==> run_1/registers.png <==
Bar = 20 um.
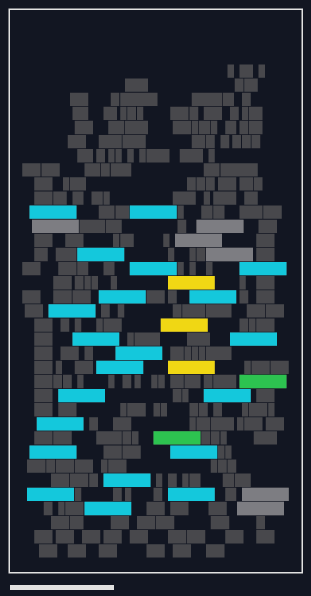
==> run_1/port_nets.png <==
Bar = 20 um.
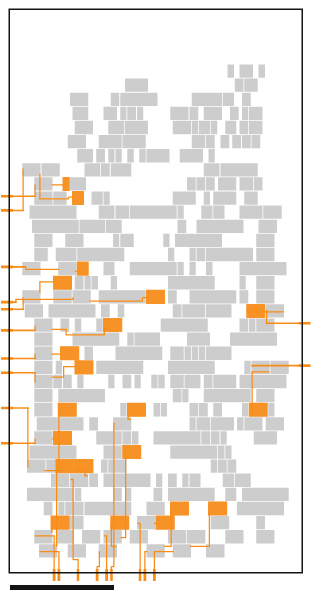
==> run_1/met1.png <==
Bar = 20 um. Supply wires on this layer in grey. Cells faint in the background.
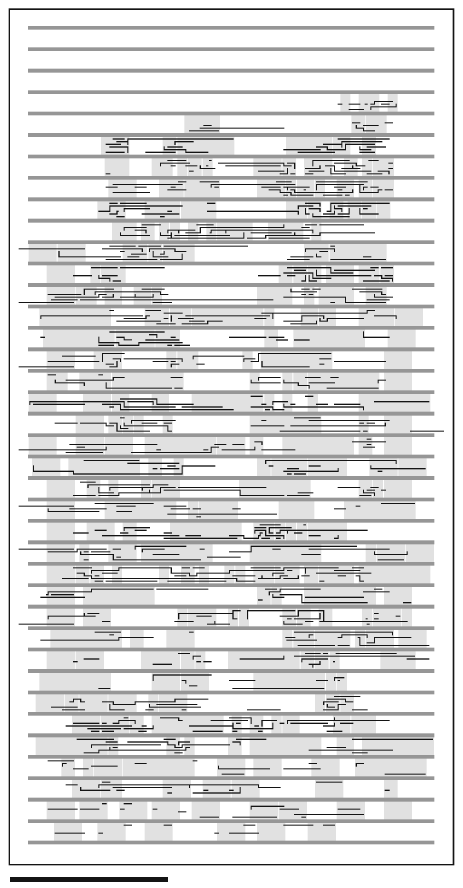
--- src/rtl/radix4_online_digit_select_if.sv ---
// Stream and control bundle for the radix-4 online digit-selection stage.
// The master side drives start/w_in, the x digit stream and p_ready;
// the slave side (the stage) returns the p digit stream and status.
interface radix4_online_digit_select_if #(
  parameter int RADIX_BITS     = 3,
  parameter int NUM_RES_DIGITS = 7
);
  logic                                 start;
  logic [RADIX_BITS*NUM_RES_DIGITS-1:0] w_in;
  logic [RADIX_BITS-1:0]                x_in;
  logic                                 x_valid;
  logic                                 x_ready;
  logic [RADIX_BITS-1:0]                p_out;
  logic                                 p_valid;
  logic                                 p_ready;
  logic [RADIX_BITS*NUM_RES_DIGITS-1:0] w_out;
  logic                                 busy;
  logic                                 done;
  logic                                 ovf;

  modport master (
    output start, w_in, x_in, x_valid, p_ready,
    input  x_ready, p_out, p_valid, w_out, busy, done, ovf
  );

  modport slave (
    input  start, w_in, x_in, x_valid, p_ready,
    output x_ready, p_out, p_valid, w_out, busy, done, ovf
  );
endinterface

--- src/rtl/radix4_online_digit_select.sv ---
// Radix-4 online digit selection and residual update.
// Loads a redundant residual, then for each accepted input digit selects
// an output digit from the two top residual digits, subtracts it, shifts
// the residual up one digit and appends the new input digit.
module radix4_online_digit_select #(
  parameter int no_of_digits = 4,
  parameter int radix_bits   = 3,
  parameter int radix        = 4,
  parameter int delta        = 2
) (
  input  logic                         clk,
  input  logic                         rst_n,
  radix4_online_digit_select_if.slave  bus
);

  localparam int N  = no_of_digits + delta + 1;   // residual digits
  localparam int CW = $clog2(no_of_digits + 1);   // iteration counter width
  localparam int EW = radix_bits + 4;             // estimate width, with headroom
  localparam int SH = $clog2(radix);              // multiply/divide by radix

  localparam logic signed [EW-1:0] HALF = EW'(radix / 2);
  localparam logic signed [EW-1:0] PMAX = EW'(radix - 1);
  localparam logic signed [EW-1:0] PMIN = EW'(-(radix - 1));
  localparam logic signed [EW-1:0] RMAX = EW'(2 ** (radix_bits - 1) - 1);
  localparam logic signed [EW-1:0] RMIN = EW'(-(2 ** (radix_bits - 1)));
  localparam logic [radix_bits-1:0] X_BAD = {1'b1, {(radix_bits - 1){1'b0}}};

  typedef enum logic [1:0] {IDLE, RUN, DONE} state_e;

  state_e                  state_q, state_d;
  logic [CW-1:0]           cnt_q, cnt_d;
  logic [radix_bits*N-1:0] w_q, w_d;
  logic [radix_bits-1:0]   p_q, p_d;
  logic                    p_valid_q, p_valid_d;
  logic                    done_q, done_d;
  logic                    ovf_q, ovf_d;

  logic signed [radix_bits-1:0] d_top, d_sub;
  logic signed [EW-1:0]         e, p_raw, p_sel, r;
  logic [radix_bits-1:0]        r_dig;
  logic                         r_ovf;
  logic                         x_ready, fire;

  assign d_top = w_q[radix_bits*N-1 -: radix_bits];
  assign d_sub = w_q[radix_bits*(N-1)-1 -: radix_bits];

  // A new digit may enter only when the output slot is empty or draining.
  assign x_ready = (state_q == RUN) && (!p_valid_q || bus.p_ready);
  assign fire    = x_ready && bus.x_valid;

  // Estimate, rounded digit selection with clamping, and saturated remainder.
  always_comb begin
    e     = (EW'(d_top) <<< SH) + EW'(d_sub);
    p_raw = (e + HALF) >>> SH;
    if (p_raw > PMAX)      p_sel = PMAX;
    else if (p_raw < PMIN) p_sel = PMIN;
    else                   p_sel = p_raw;
    r     = e - (p_sel <<< SH);
    r_ovf = (r > RMAX) || (r < RMIN);
    if (r > RMAX)      r_dig = RMAX[radix_bits-1:0];
    else if (r < RMIN) r_dig = RMIN[radix_bits-1:0];
    else               r_dig = r[radix_bits-1:0];
  end

  // Next-state and datapath update for IDLE / RUN / DONE.
  always_comb begin
    // NOTE: every signal gets its hold value first so no path can infer a latch.
    state_d   = state_q;
    cnt_d     = cnt_q;
    w_d       = w_q;
    p_d       = p_q;
    p_valid_d = p_valid_q;
    done_d    = 1'b0;
    ovf_d     = ovf_q;
    case (state_q)
      IDLE: begin
        if (bus.start) begin
          w_d     = bus.w_in;
          cnt_d   = '0;
          ovf_d   = 1'b0;
          state_d = RUN;
        end
      end
      RUN: begin
        if (p_valid_q && bus.p_ready) p_valid_d = 1'b0;
        if (fire) begin
          w_d       = {r_dig, w_q[radix_bits*(N-2)-1:0], bus.x_in};
          p_d       = p_sel[radix_bits-1:0];
          p_valid_d = 1'b1;
          cnt_d     = cnt_q + CW'(1);
          if (r_ovf || (bus.x_in == X_BAD)) ovf_d = 1'b1;
          if (cnt_q == CW'(no_of_digits - 1)) state_d = DONE;
        end
      end
      DONE: begin
        if (!p_valid_q || bus.p_ready) begin
          p_valid_d = 1'b0;
          done_d    = 1'b1;
          state_d   = IDLE;
        end
      end
      default: state_d = IDLE;
    endcase
  end

  // State and datapath registers; reset discards any partial result.
  always_ff @(posedge clk or negedge rst_n) begin
    if (!rst_n) begin
      state_q   <= IDLE;
      cnt_q     <= '0;
      w_q       <= '0;
      p_q       <= '0;
      p_valid_q <= 1'b0;
      done_q    <= 1'b0;
      ovf_q     <= 1'b0;
    end else begin
      // NOTE: non-blocking assignments so all registers update from pre-edge values.
      state_q   <= state_d;
      cnt_q     <= cnt_d;
      w_q       <= w_d;
      p_q       <= p_d;
      p_valid_q <= p_valid_d;
      done_q    <= done_d;
      ovf_q     <= ovf_d;
    end
  end

  assign bus.x_ready = x_ready;
  assign bus.p_out   = p_q;
  assign bus.p_valid = p_valid_q;
  assign bus.w_out   = w_q;
  assign bus.busy    = (state_q != IDLE);
  assign bus.done    = done_q;
  assign bus.ovf     = ovf_q;

endmodule

--- src/flat_wrapper.sv ---
// flat-port wrapper written by rule: the top's interface ports become plain ports
module radix4_online_digit_select_flat 
#(
  parameter int no_of_digits = 4,
  parameter int radix_bits   = 3,
  parameter int radix        = 4,
  parameter int delta        = 2
)
  (clk, rst_n, bus_start, bus_w_in, bus_x_in, bus_x_valid, bus_p_ready, bus_x_ready, bus_p_out, bus_p_valid, bus_w_out, bus_busy, bus_done, bus_ovf);
  radix4_online_digit_select_if #(.RADIX_BITS((3)), .NUM_RES_DIGITS(((4) + 2 + 1))) bus_i ();
  input  logic clk;
  input  logic rst_n;
  input wire logic [$bits(bus_i.start)-1:0] bus_start;
  input wire logic [$bits(bus_i.w_in)-1:0] bus_w_in;
  input wire logic [$bits(bus_i.x_in)-1:0] bus_x_in;
  input wire logic [$bits(bus_i.x_valid)-1:0] bus_x_valid;
  input wire logic [$bits(bus_i.p_ready)-1:0] bus_p_ready;
  output wire logic [$bits(bus_i.x_ready)-1:0] bus_x_ready;
  output wire logic [$bits(bus_i.p_out)-1:0] bus_p_out;
  output wire logic [$bits(bus_i.p_valid)-1:0] bus_p_valid;
  output wire logic [$bits(bus_i.w_out)-1:0] bus_w_out;
  output wire logic [$bits(bus_i.busy)-1:0] bus_busy;
  output wire logic [$bits(bus_i.done)-1:0] bus_done;
  output wire logic [$bits(bus_i.ovf)-1:0] bus_ovf;
  assign bus_i.start = bus_start;
  assign bus_i.w_in = bus_w_in;
  assign bus_i.x_in = bus_x_in;
  assign bus_i.x_valid = bus_x_valid;
  assign bus_i.p_ready = bus_p_ready;
  assign bus_x_ready = bus_i.x_ready;
  assign bus_p_out = bus_i.p_out;
  assign bus_p_valid = bus_i.p_valid;
  assign bus_w_out = bus_i.w_out;
  assign bus_busy = bus_i.busy;
  assign bus_done = bus_i.done;
  assign bus_ovf = bus_i.ovf;
  radix4_online_digit_select #(.no_of_digits(no_of_digits), .radix_bits(radix_bits), .radix(radix), .delta(delta)) u_core (.clk(clk), .rst_n(rst_n), .bus(bus_i));
endmodule
--- config.mk ---
export PLATFORM = sky130hd
export DESIGN_NAME = radix4_online_digit_select_flat
export DESIGN_NICKNAME = d
export VERILOG_FILES = /design/src/rtl/radix4_online_digit_select_if.sv /design/src/rtl/radix4_online_digit_select.sv /design/src/flat_wrapper.sv
export SDC_FILE = /design/constraint.sdc
export NUM_CORES = 1
export LEC_CHECK = 0
export CORE_ASPECT_RATIO = 2
export CORE_MARGIN = 2
export CORE_UTILIZATION = 38
export CTS_CLUSTER_SIZE = 12
export DETAILED_ROUTE_END_ITERATION = 10
export GPL_TIMING_DRIVEN = 0
export PLACE_DENSITY_LB_ADDON = 0.15
export SETUP_SLACK_MARGIN = 0.3
export SYNTH_ARGS = -nofsm -noshare
export SYNTH_HDL_FRONTEND = slang
export SYNTH_SLANG_ARGS = --single-unit
--- constraint.sdc ---
create_clock -name clk -period 10.68 [get_ports clk]
set_input_delay 1.602 -clock clk [delete_from_list [all_inputs] [get_ports clk]]
set_output_delay 1.602 -clock clk [all_outputs]
set_load 0.005 [all_outputs]
==> summary.txt, run 1 <==
fresh numbers from the pnr run: Post-CTS Resized=0, FF-to-FF Start=u_core.bus.w_out[17], Comb area share=a little over two fifths, fp util=38.84%, # clk buffers=6, IO Port Bufs=57, GP Congestion=0.7753, Peak Freq=roughly 220 MHz, CP Max Fanout=5, area fraction in mux cells=about 11%, fraction of registers with async set/reset=100.0%, gr usage total=17.78%, Post-CTS Hold Buffers=0, Total Routed Length=5048 um, yosys cell count=223, Syn-to-layout area delta=34.72%, gate count of the mapped netlist=223, Cell Count, Final, Fillers Out=347, max-capacitance violation count=0, first-pass GRT wire length=8618 um, met3 Use GR=2.990%, post-layout instance area=2786 um^2, FFs & Latches=32, Min Hold Slack=between 0.4 and 0.5 ns, Die Y=between 100 and 150 um, RSZ-0062 raised after global routing=false, Hold Crit Start=u_core.cnt_q[2], synthesis area per yosys=between 2000 and 2500 um^2, Final Skew=0.009951 ns, clock latency on the worst-skew pair=0.29 ns, core area=5325 um^2, Ports=between 50 and 60, largest net degree at the start of global routing=33, clk cell area share=under 10%, Worst Setup EP=bus_x_ready, cell area after synthesis=2068 um^2, Max stage delay on crit path=0.50 ns, largest class=multi-input combinational cells, fin util=52.33%, DR vias=1,869, Register Area=about 800 um^2, WP buf/inv=2, Adders+Majority by Area=10.77%, Levels on crit path=4, xor/xnor share=1.633%, Slew @ Worst Pin=0.7230 ns, slew margin rel.=51.80%, CP Data Arrival Time=2.90 ns, EDFF count, synth=0, fill count=529, Synth cell types=41, count leader, synth=nand2_1, yosys warning tally=0, row cnt=38, placed cell areas=approximately 2700 um^2, Critical Path Sink Type=primary output, H-Tree Depth=2, Post-Synth AOI/OAI Area=between 10% and 20%, Synth top cells by count=nand2_1, dfrtp_1, o21ai_0, r2r setup slk=between 6 and 7 ns, syn_area_per_cell=9.275 um^2, CP startpoint=bus_p_ready, chip width=56.17 um, crit path time final=4.504 ns, Setup Crit Path Kind=input pin to primary output, residual antenna-violating net count after detailed routing=0, CTS sink cnt=32, Non-clk bufs=around 67, top cells, area=dfrtp_1, mux2i_1, ha_1, CP dominant cell by count=clkdlybuf4s50_1, GR Util met1=23.12%, Tool Warnings=28, Met2 Routed Length=2521 um, dominant logic cell types in the final layout=clkdlybuf4s50_1, nand2_1, dfrtp_1, o21ai_0, mux2i_1, Max Slew Vio Count=0, cycle use final=42.17%, sequential cell area share=approximately 29%, cell taking the most area after synthesis=dfrtp_1, final hold vios=0, M2 GR Usage=29.92%, sequential share of the synthesized area=38.72%, via count of the first global-routing pass=1,850, initial antenna violation count=0, Final nets=about 330, Seq cells post-synth=32, clk buf depth=2, met1 WL=2269 um, Hold WC Path Type=register to register, Hold Path End=u_core.cnt_q[2], DIE AREA=around 6000 um^2, crit path launch type=input pin, status=finished, final reports clean, Dominant cell area share=38.72%
Notes on registers.png above:
legend:
  yellow:
    signal: u_core.cnt_q
    placed_flops: 3
  green:
    signal: u_core.state_q
    placed_flops: 2
  cyan:
    signal: u_core.bus.w_out
    placed_flops: 21

Notes on port_nets.png above:
legend:
  orange:
    port: bus_w_in
    bits: 21
    direction: input
    edge: 10 left, 9 bottom, 2 right
    end_cells: 21
    wire: 347 um

Notes on met1.png above:
longest straight run: 24.4 um
main direction: horizontal
wire length on this layer: 2,270 um
nets with wire on the layer: 286

==> run_1/metal_stack.png <==
Two of the layers only.
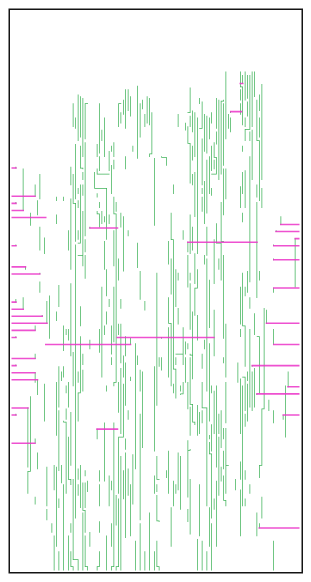

--- run 2 (diff from run 1) ---
==> constraint.sdc (replaced) <==
create_clock -name clk -period 4.05 [get_ports clk]
set_input_delay 0.6075 -clock clk [delete_from_list [all_inputs] [get_ports clk]]
set_output_delay 0.6075 -clock clk [all_outputs]
set_load 0.005 [all_outputs]
==> run_2/metal_stack.png <==
Two of the layers only.
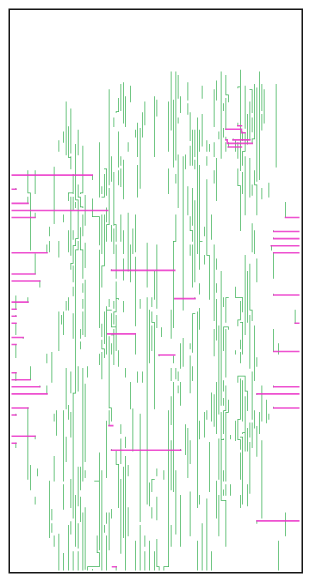
legend:
  green:
    layer: met2
    wire_length: 2,560 um
  magenta:
    layer: met3
    wire_length: 205 um
Total Routed Length: 5151 um
gr usage total: 17.86%
DR vias: 1,907
routed length per instance: 14.55 um

==> run 2 against run 1 <==
Worst setup slack worse by 5.8 ns. Cell count is 2.0% higher. Non-clock buffer count is 6 higher. Wire length is 2.0% higher. Critical endpoint is now u_core.bus.w_out[18]. Largest cell class unchanged.
==> summary.txt, run 2 <==
fresh numbers from the pnr run: status=finished, final reports clean, FF-to-FF Start=u_core.bus.w_out[17], Syn-to-layout area delta=40.96%, Post-Synth AOI/OAI Area=19.60% (unchanged), CP Data Arrival Time=3.86 ns (+0.96 ns), Initial DRC Count=29, Comb area share=42.88% (+0.17 points), clk buf depth=2 (unchanged), Dominant Register Cell=dfrtp_1, fin util=54.75% (+2.4 points), DR WL met3=204 um, fraction of registers with async set/reset=100.0% (unchanged), EDFF count, synth=0 (unchanged), RSZ-0062 raised after global routing=true, Dominant cell area share=38.72% (unchanged), via count of the first global-routing pass=1,944 (+5.1%), first-pass GRT wire length=8797 um (+2.1%), Synth top cells by count=nand2_1, dfrtp_1, o21ai_0, largest net degree at the start of global routing=33 (unchanged), dominant logic cell types in the final layout=clkdlybuf4s50_1, nand2_1, dfrtp_1, o21ai_0, mux2i_1, sequential cell area share=27.51% (-1.2 points), Ports=58 (unchanged), H-Tree Depth=2 (unchanged), Worst Setup EP=u_core.bus.w_out[18], Min Hold Slack=0.3842 ns (-0.09714 ns), yosys warning tally=0 (unchanged), CP Cell Sequence=ha_4, fa_2, nor2b_4, a21boi_1, o21ai_1, a32o_2, o21bai_1, ha_2, inv_2, fa_2, xor2_2, nor4bb_1, mux2i_1, buf_4, a311oi_2, a211oi_1, crit path time final=3.705 ns, met3 Use GR=3.828% (+0.84 points), Post-CTS Resized=7 (+7), Non-clk bufs=73 (+9.0%), clk cell area share=3.433% (+0.65 points), Max Slew Vio Count=0 (unchanged), gate count of the mapped netlist=223 (unchanged), Die Y=108.3 um (unchanged), crit path launch type=register, Slew @ Worst Pin=0.7309 ns (+0.007891 ns), Tool Warnings=29 (+3.6%), M2 GR Usage=30.42% (+0.50 points), fp util=38.84% (unchanged), GP Congestion=0.8096 (+4.4%), post-layout instance area=2915 um^2 (+4.6%), Final Skew=0.008308 ns (-0.001643 ns), final hold vios=0 (unchanged), placed wire-length estimate=3901 um, met1 WL=2298 um (+1.3%), placed cell areas=2735 um^2 (+0.97%), DIE AREA=6084 um^2 (unchanged), max-capacitance violation count=0 (unchanged), cell area after synthesis=2068 um^2 (unchanged), CP startpoint=u_core.bus.w_out[17], WP buf/inv=2 (unchanged), slew margin rel.=51.27% (-0.53 points), Seq cells post-synth=32 (unchanged), Register Area=802.0 um^2 (+0.16%), Critical Path Sink Type=register, residual antenna-violating net count after detailed routing=0 (unchanged), Levels on crit path=16 (+12), core area=5325 um^2 (unchanged), initial antenna violation count=0 (unchanged), yosys cell count=223 (unchanged), chip width=56.17 um (unchanged), Peak Freq=roughly 270 MHz, # clk buffers=8 (+2), clock latency on the worst-skew pair=0.28 ns (about the same), row cnt=38 (unchanged), Hold WC Path Type=input pin to asynchronous set/reset pin, Final nets=337 (+1.8%), Adders+Majority by Area=10.77% (unchanged), fill count=531 (+0.38%), Post-CTS Hold Buffers=0 (unchanged), Setup Crit Path Kind=register to register, router iterations before antenna repair=4, cell taking the most area after synthesis=dfrtp_1, Max stage delay on crit path=0.46 ns (-0.04 ns), r2r setup slk=0.34 ns (-6.03 ns), CP dominant cell by count=fa_2, CP Max Fanout=5 (unchanged), synthesis area per yosys=2068 um^2 (unchanged), CTS sink cnt=32 (unchanged), FFs & Latches=32 (unchanged), sequential share of the synthesized area=38.72% (unchanged), Met2 Routed Length=2558 um (+1.5%), Cell Count, Final, Fillers Out=354 (+2.0%), count leader, synth=nand2_1, IO Port Bufs=57 (unchanged)
